`src/rtl/spi_frame_controller.sv`:
```
// SPI mode-0 initiator: serialises FRAME_BITS-wide frames MSB-first on sclk/copi/ncs.
// Define SPI_FRAME_CONTROLLER_READBACK_EN to add cipo capture into rx_data.
module spi_frame_controller #(
  parameter int unsigned CLK_DIV    = 4,
  parameter int unsigned FRAME_BITS = 16
) (
  input  logic                  clk,
  input  logic                  rst_n,
  input  logic [FRAME_BITS-1:0] tx_data,
  input  logic                  tx_valid,
  output logic                  tx_ready,
  output logic                  busy,
  output logic                  done,
  output logic                  sclk,
  output logic                  copi,
  output logic                  ncs
`ifdef SPI_FRAME_CONTROLLER_READBACK_EN
  ,
  input  logic                  cipo,
  output logic [FRAME_BITS-1:0] rx_data
`endif
);

  localparam int unsigned DIV_W = 8;
  localparam int unsigned BIT_W = $clog2(FRAME_BITS) + 1;
  localparam logic [DIV_W-1:0] DIV_LAST = DIV_W'(CLK_DIV - 1);
  localparam logic [BIT_W-1:0] BIT_LAST = BIT_W'(FRAME_BITS - 1);

  typedef enum logic [2:0] {
    IDLE  = 3'd0,
    SETUP = 3'd1,
    HIGH  = 3'd2,
    LOW   = 3'd3,
    HOLD  = 3'd4,
    GAP   = 3'd5
  } state_t;

  state_t                state_q, state_d;
  logic [DIV_W-1:0]      div_q, div_d;
  logic [BIT_W-1:0]      bit_q, bit_d;
  logic [FRAME_BITS-1:0] shift_q, shift_d;
  logic                  sclk_d, copi_d, ncs_d, done_d;
  logic                  div_end;

`ifdef SPI_FRAME_CONTROLLER_READBACK_EN
  logic [FRAME_BITS-1:0] rx_shift_q, rx_shift_d;
  logic [FRAME_BITS-1:0] rx_data_d;
`endif

  assign tx_ready = (state_q == IDLE);
  assign busy     = ~tx_ready;
  assign div_end  = (div_q == DIV_LAST);

  // State and datapath registers
  always_ff @(posedge clk or negedge rst_n) begin
    if (!rst_n) begin
      state_q <= IDLE;
      div_q   <= '0;
      bit_q   <= '0;
      shift_q <= '0;
      sclk    <= 1'b0;
      copi    <= 1'b0;
      ncs     <= 1'b1;
      done    <= 1'b0;
`ifdef SPI_FRAME_CONTROLLER_READBACK_EN
      rx_shift_q <= '0;
      rx_data    <= '0;
`endif
    end else begin
      state_q <= state_d;
      div_q   <= div_d;
      bit_q   <= bit_d;
      shift_q <= shift_d;
      sclk    <= sclk_d;
      copi    <= copi_d;
      ncs     <= ncs_d;
      done    <= done_d;
`ifdef SPI_FRAME_CONTROLLER_READBACK_EN
      rx_shift_q <= rx_shift_d;
      rx_data    <= rx_data_d;
`endif
    end
  end

  // Next-state and next-output logic; every non-IDLE state lasts CLK_DIV cycles
  always_comb begin
    state_d = state_q;
    div_d   = div_q;
    bit_d   = bit_q;
    shift_d = shift_q;
    sclk_d  = sclk;
    copi_d  = copi;
    ncs_d   = ncs;
    done_d  = 1'b0;
`ifdef SPI_FRAME_CONTROLLER_READBACK_EN
    rx_shift_d = rx_shift_q;
    rx_data_d  = rx_data;
`endif

    if (state_q != IDLE) begin
      div_d = div_end ? '0 : div_q + DIV_W'(1);
    end

    case (state_q)
      IDLE: begin
        if (tx_valid) begin
          shift_d = tx_data;
          bit_d   = '0;
          div_d   = '0;
          ncs_d   = 1'b0;
          copi_d  = tx_data[FRAME_BITS-1];
          state_d = SETUP;
        end
      end
      SETUP: begin
        if (div_end) begin
          sclk_d  = 1'b1;
          state_d = HIGH;
`ifdef SPI_FRAME_CONTROLLER_READBACK_EN
          rx_shift_d = {rx_shift_q[FRAME_BITS-2:0], cipo};
`endif
        end
      end
      HIGH: begin
        if (div_end) begin
          sclk_d = 1'b0;
          if (bit_q == BIT_LAST) begin
            state_d = HOLD;
          end else begin
            bit_d   = bit_q + BIT_W'(1);
            shift_d = shift_q << 1;
            copi_d  = shift_q[FRAME_BITS-2];
            state_d = LOW;
          end
        end
      end
      LOW: begin
        if (div_end) begin
          sclk_d  = 1'b1;
          state_d = HIGH;
`ifdef SPI_FRAME_CONTROLLER_READBACK_EN
          rx_shift_d = {rx_shift_q[FRAME_BITS-2:0], cipo};
`endif
        end
      end
      HOLD: begin
        if (div_end) begin
          ncs_d   = 1'b1;
          state_d = GAP;
        end
      end
      GAP: begin
        if (div_end) begin
          done_d  = 1'b1;
          state_d = IDLE;
`ifdef SPI_FRAME_CONTROLLER_READBACK_EN
          rx_data_d = rx_shift_q;
`endif
        end
      end
      default: begin
        state_d = IDLE;
      end
    endcase
  end

endmodule
```
`config.mk`:
```
export PLATFORM = sky130hd
export DESIGN_NAME = spi_frame_controller
export DESIGN_NICKNAME = d
export VERILOG_FILES = /design/src/rtl/spi_frame_controller.sv
export SDC_FILE = /design/constraint.sdc
export NUM_CORES = 1
export LEC_CHECK = 0
export CAP_MARGIN = 20
export CORE_MARGIN = 2
export CORE_UTILIZATION = 54
export CTS_BUF_LIST = sky130_fd_sc_hd__clkbuf_16
export DETAILED_ROUTE_END_ITERATION = 8
export PLACE_DENSITY = 0.79
export SYNTH_ARGS = -nofsm -noshare
export SYNTH_HDL_FRONTEND = slang
export SYNTH_SLANG_ARGS = --single-unit
```
`constraint.sdc`:
```
create_clock -name clk -period 2.8 [get_ports clk]
set_input_delay 0.56 -clock clk [delete_from_list [all_inputs] [get_ports clk]]
set_output_delay 0.56 -clock clk [all_outputs]
set_load 0.005 [all_outputs]
```
### Wires at chosen ports, followed through buffers, run 1

Bar = 20 um.
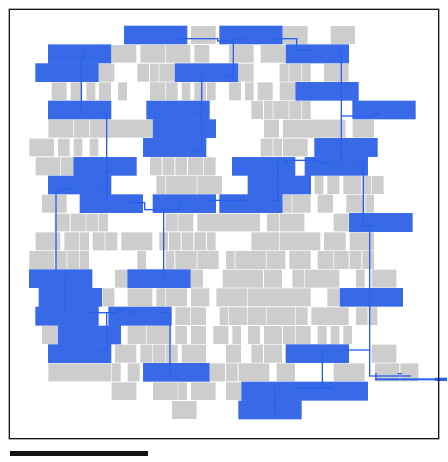
Key: blue = rst_n [bits 1, direction input, edge right, end cells 35, buffers 2, wire 237 um]
port bufs: 24
IO Count: 25

### Met1 routing, run 1

Bar = 20 um. Supply wires on this layer in grey.
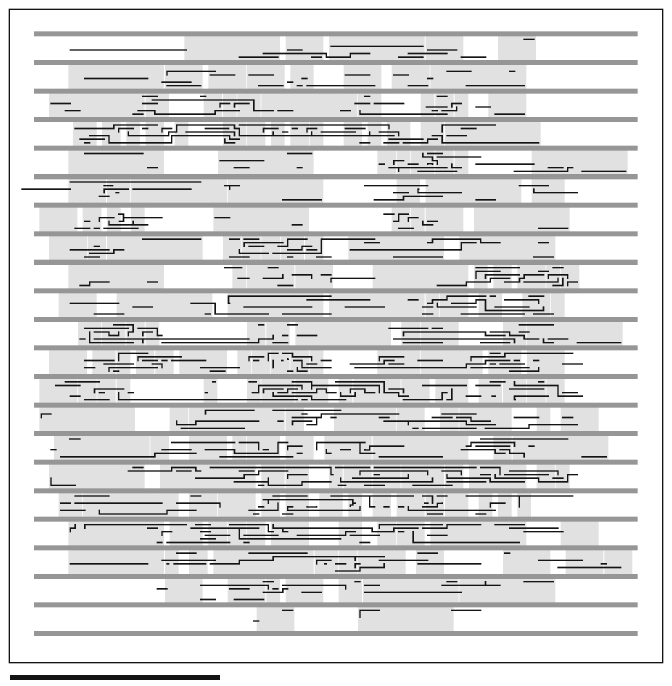
211 nets have wire on it. The wires run mostly horizontal. The longest straight run is 17.0 um. The layer carries 1580 um of wire. The layer holds 44% of the routed length.
final WL: 3.621 mm
met1 usage: 26.92%
DR vias: 1498

==> flow_summary.toml, run 1 <==
# implementation run metrics
[global_route]
grt_first_pass_wirelength_mm = 6.382
grt_overflow = 0
grt_max_degree = 37

[yosys]
seq_area_frac_synth_pct = 48.08
ys_warn_count = 0
mux_share_pct = 1.097
synth.cellmix.xorXnorShare_pct = 0.4801
yosys-stat-cells = 190
compound_area_share_pct = 21.95
synth.comb.largest_family = "AND-OR/OR-AND gates"
yosys.area.top_type_share_pct = 46.64
synth-main-ff-cell = "dfrtp_1"
synth.avg_cell_area_um2 = 9.601
ys_ff = 35
edf_count = 0

[timing]
final_max_slew_viol_count = 0
fin_crit_sh_pct = 90.89
layout_min_cycle_time_ns = 2.545
rsz0062_at_grt = "no"
hold_violations = 0
skew_ns = 0.003651
worst_hold_slack_ns = 0.4918
worstMarginPinSlew_ns = 0.6852

[job]
warning_count = 26
maxCapViolCount = 0

[routing]
drtPass1Iterations = 4
via_per_inst = 5.806
drt.antenna.violating_nets = 0

[final_layout]
buffers_excl_clock = 28
seqCellArea_um2 = 877.1
final_area_um2 = 2215
largestClassByArea = "flip-flops and latches"
clkbuf_count = 5
post_route_cells_drive_above_1_share_pct = 11.79
n_all_inverters = 6

[critical_path]
cp_max_fo = 11
cpPeakStageDelay_ns = 0.55
path_buffers = 2
crit_cells = 3
critPathTopFamily = "buffers and inverters"
reg2reg_depth = 9
crit_path_end_kind = "output port"
critPathLaunch = "state_q[2]$_DFFE_PN0P_"
r2r_start = "bit_q[0]$_DFFE_PN0P_"

[clocking]
cts_setup_buffers = 0
clkLatencyLatePin_ns = 0.27
cts_resized = 0

[floorplanning]
nWellTaps = 46

[power]
switchingPower_mw = 0.2036
power_mw = 1.057
ir_worst_vdd_mv = 0.4671
power_density_nw_per_um2 = 477.4
switching_share_pct = 19.25

[hold_path]
worstHoldEndpoint = "sclk$_DFFE_PN0P_"
hp-class = "flip-flop to flip-flop"
whs_path_depth = 1

[outcome]
status = "finished, final reports clean"

[place]
place.gp.congestion = 0.8509
postPlaceCellArea_um2 = 2073
### Metal layers overlaid, run 1

Only two layers are drawn.
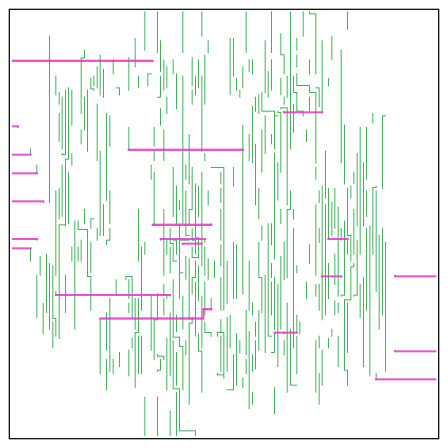
Key: magenta = met3 [wire length 140 um]; green = met2 [wire length 1870 um]
Total Routing Usage GR: 21.08%
routed wire length per instance: 14.03 um

[run 1: worst reg2reg max path, stage by stage, from the launching register on]
cell and delay, ns:
dfrtp_1 0.40, ha_1 0.23, nand2_1 0.09, nor2_1 0.05
ha_1 0.25, nor4_2 0.37, nand4_2 0.13, buf_4 0.25
o22ai_1 0.19, a21oi_1 0.06
[run 1: cells in the mapped netlist, types with 2 or more instances]
| master | number |
|---|---|
| a21oi_1 | 19 |
| a31oi_1 | 4 |
| and3_1 | 3 |
| buf_2 | 6 |
| buf_4 | 2 |
| clkbuf_1 | 4 |
| dfrtp_1 | 34 |
| ha_1 | 3 |
| inv_1 | 5 |
| mux2i_1 | 2 |
| nand2_1 | 10 |
| nand2b_1 | 2 |
| nand3_1 | 9 |
| nand3b_1 | 2 |
| nor2_1 | 19 |
| nor3_1 | 4 |
| nor3_2 | 2 |
| o21a_1 | 2 |
| o21ai_0 | 9 |
| o21ai_1 | 4 |
| o221ai_1 | 2 |
| o22ai_1 | 15 |
| or3_1 | 2 |
[run 1: power by group through the flow]
stage	combinational (mW)	clock, mW	sequential (mW)
finish	0.0391	0.512	0.507
CTS	0.0400	0.528	0.506
detailed placement	0.0398	0	0.515
floorplan	0.00198	0	0.515
global route	0.0432	0.562	0.506
global placement	0.0392	0	0.515
[run 1: routing by layer]
| layer | part of all wire, % | track usage [%] | vias to the layer above |
|---|---|---|---|
| met5 | 0 | 0 | - |
| met4 | 0.64 | 6.944 | 0 |
| met3 | 3.9 | 7.246 | 2 |
| met2 | 52 | 33.83 | 29 |
| met1 | 44 | 26.92 | 728 |
| li1 | - | - | 739 |
[run 1: state kept, by name, indices dropped and copies added (netlist names)]
signal and flops:
bit_q 5, copi 1, div_q 8, done 1
ncs 1, sclk 1, shift_q 15, state_q 3
### Sequential cells grouped by signal name, run 1

Bar = 20 um.
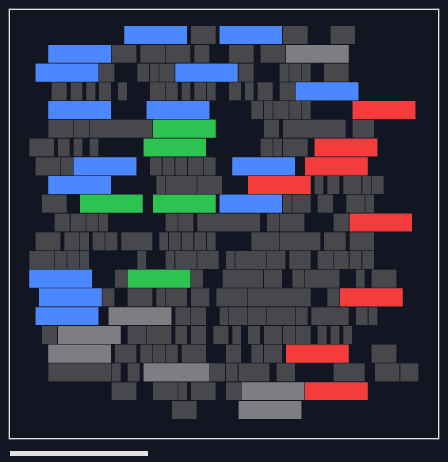

==> run 2, diff against run 1 <==
--- a/config.mk
+++ b/config.mk
@@ -7,10 +7,10 @@
 export LEC_CHECK = 0
 export CAP_MARGIN = 20
 export CORE_MARGIN = 2
-export CORE_UTILIZATION = 54
+export CORE_UTILIZATION = 49
 export CTS_BUF_LIST = sky130_fd_sc_hd__clkbuf_16
 export DETAILED_ROUTE_END_ITERATION = 8
-export PLACE_DENSITY = 0.79
+export PLACE_DENSITY = 0.75
 export SYNTH_ARGS = -nofsm -noshare
 export SYNTH_HDL_FRONTEND = slang
 export SYNTH_SLANG_ARGS = --single-unit
==> constraint.sdc (replaced) <==
create_clock -name clk -period 2.1 [get_ports clk]
set_input_delay 0.42 -clock clk [delete_from_list [all_inputs] [get_ports clk]]
set_output_delay 0.42 -clock clk [all_outputs]
set_load 0.005 [all_outputs]
### Sequential cells grouped by signal name, run 2

Bar = 20 um.
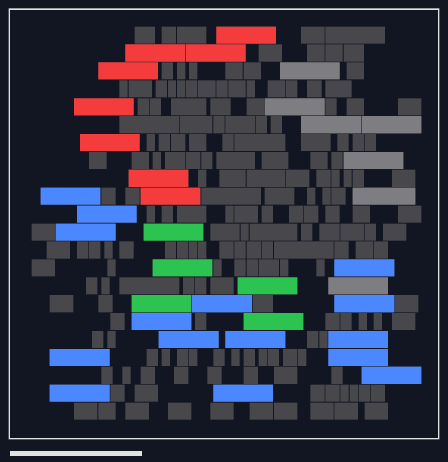
Key: red = div_q [placed flops 8]; green = bit_q [placed flops 5]; blue = shift_q [placed flops 15]
Another 7 sequential cells are not coloured.
Final Util: 63.32%
Reg area: 877.1 um2
P_seq: 0.676 mW
flop share of the area: 38.41%

==> run 2 against run 1 <==
Compared with the run above:
- count of clock-buffer cells in the layout unchanged
- clock power up 32%
- largest cell class unchanged
- combinational power up about 40%
- hold slack better by 0.018 ns
==> flow_summary.toml, run 2 <==
# implementation run metrics
[yosys]
compound_area_share_pct = 21.95
synthArstFlopShare_pct = 100.0
edf_count = 0
top_area_cell = "dfrtp_1"
ys_warn_count = 0
seq_area_frac_synth_pct = 48.08
yosys-stat-cells = 190
ys_types = 49
synth.avg_cell_area_um2 = 9.601
yosys.area.top_type_share_pct = 46.64
synth.comb.largest_family = "AND-OR/OR-AND gates"
post-synth-top-count-cell = "dfrtp_1"
synth-main-ff-cell = "dfrtp_1"
synthAdderAreaFrac_pct = 2.058
synth.cellmix.xorXnorShare_pct = 0.4801
top_cells_by_count = "34 x dfrtp_1, 19 x a21oi_1, 19 x nor2_1, 15 x o22ai_1, 10 x nand2_1"
fp_nets = 212
mux_share_pct = 1.097
ys_ff = 35

[hold_path]
worstHoldEndpoint = "sclk$_DFFE_PN0P_"
hp-class = "flip-flop to flip-flop"
whs_path_depth = 1

[critical_path]
crit_cells = 2
r2r_start = "bit_q[0]$_DFFE_PN0P_"
r2r_setup_slack_ns = 0.18
crit_type = "flip-flop to output port"
reg2reg_depth = 9
r2r_end = "shift_q[3]$_DFFE_PN0P_"
cp_max_fo = 3
crit_path_end_kind = "output port"
critPathTopFamily = "buffers and inverters"
critical_path.startpoint_type = "flip-flop"
path_buffers = 1
critPathLaunch = "state_q[2]$_DFFE_PN0P_"
cp_cell_sequence = "or3_4 > clkdlybuf4s50_1"
cpPeakStageDelay_ns = 0.45
arrival_ns = 1.50
required_ns = 1.68

[clocking]
holdBufCountCts = 0
cts-root-buf = "clkbuf_16"
htreeDepth = 2
cts_setup_buffers = 0
clkLatencyLatePin_ns = 0.28

[power]
ir_worst_vdd_mv = 0.3551
power_density_nw_per_um2 = 615.3

[timing]
setup_slack_ns = 0.1753
final_max_slew_viol_count = 0
fin_crit_sh_pct = 91.65
layout_min_cycle_time_ns = 1.925
hold_violations = 0
rsz0062_at_grt = "no"
setup_viol = 0
skew_ns = 0.003371
worstMarginPinSlew_ns = 0.4850

[final_layout]
largest_reg_flops = 15
post_route_cells_drive_above_1_share_pct = 14.29
layout_top_cell = "dfrtp_1"
syn_to_final_growth_pct = 25.17
fillCellCount = 299
largest-register = "shift_q"
reg_top3 = "shift_q: 15 flops, div_q: 8 flops, bit_q: 5 flops"
diodes = 0
layout_top_cells = "34 x dfrtp_1, 23 x clkdlybuf4s50_1, 19 x nor2_1, 19 x a21oi_1, 15 x o22ai_1"

[global_route]
antenna_found_initial = 0
grt_pass1_vias = 1536
grt_overflow = 0
grt_max_degree = 37
grt_first_pass_wirelength_mm = 6.975

[routing]
drtIter0Drc = 133
drt.antenna.violating_nets = 0
via_per_inst = 5.932
drtPass1Iterations = 4

[place]
portBuffers = 24
dp_hpwl_mm = 2.691
place.gp.congestion = 0.8260

[floorplanning]
rows = 22
core_um2 = 3606
fp_util_pct = 50.59
chipArea_um2 = 4227
ios = 25

[job]
warning_count = 26
maxCapViolCount = 0

[outcome]
status = "finished, final reports clean"
### Metal layers overlaid, run 2

Only two layers are drawn.
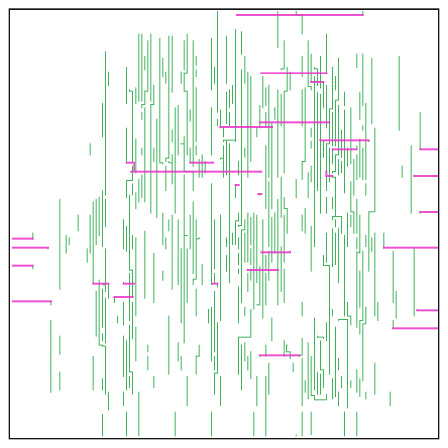
Key: magenta = met3 [wire length 153 um]; green = met2 [wire length 2010 um]
final WL: 4.003 mm
DR vias: 1572
routed wire length per instance: 15.11 um
Total Routing Usage GR: 21.36%

-- run 2: cell types whose count changed in the layout (fill, tap and decap cells not counted) --
cell             before  now
or3_4                 1    2
inv_1                 6    5
or3_1                 2    1
buf_4                 4    9
clkinvlp_4            1    0
nor4_2                1    0
dlymetal6s2s_1        0    1
buf_12                0    1
clkinv_1              0    1
nor4_4                0    1
clkdlybuf4s50_1      24   23
-- run 2: what timing repair did --
item,4_1_cts,5_1_grt
pin swaps,0,1
gates resized,1,2
endpoints found under the setup margin,1,19
-- run 2: per-layer routing --
layer / share of wire, % / global-route usage [%]
met1: 44 / 27.33
met3: 3.8 / 3.819
met4: 2.2 / 9.115
met5: 0 / 0
met2: 50 / 35.57
-- run 2: stage by stage --
stage          hold slack [ns]  utilization [%]  power [mW]  instance area [um2]  std cells
2_1_floorplan           0.1244                -      0.6896                 1824        190
3_5_place_dp            0.4921            59.16      0.7419                 2133        258
6_report                0.5095            63.32       1.405                 2283        265
3_3_place_gp            0.4738            59.16      0.7403                 2133        258
5_1_grt                 0.5291            63.32       1.450                 2283        265
4_1_cts                 0.5068            63.01       1.422                 2272        265
-- run 2: cell type report --
class | count | area [um2] | share of cell area (%)
Sequential cell | 35 | 877.1 | 38.41
Multi-Input combinational cell | 135 | 859.6 | 37.64
Timing Repair Buffer | 34 | 330.3 | 14.47
Clock buffer | 5 | 125.1 | 5.479
Tap cell | 48 | 60.06 | 2.630
Inverter | 6 | 22.52 | 0.9863
Clock inverter | 2 | 8.758 | 0.3836
-- run 2: power breakdown --
| group | internal [mW] | total (mW) | switching [mW] |
|---|---|---|---|
| Sequential | 0.676 | 0.676 | 0 |
| Combinational | 0.0328 | 0.0546 | 0.0217 |
| Clock | 0.425 | 0.675 | 0.250 |
No activity file was given, so power comes from the tool's default toggle rates.
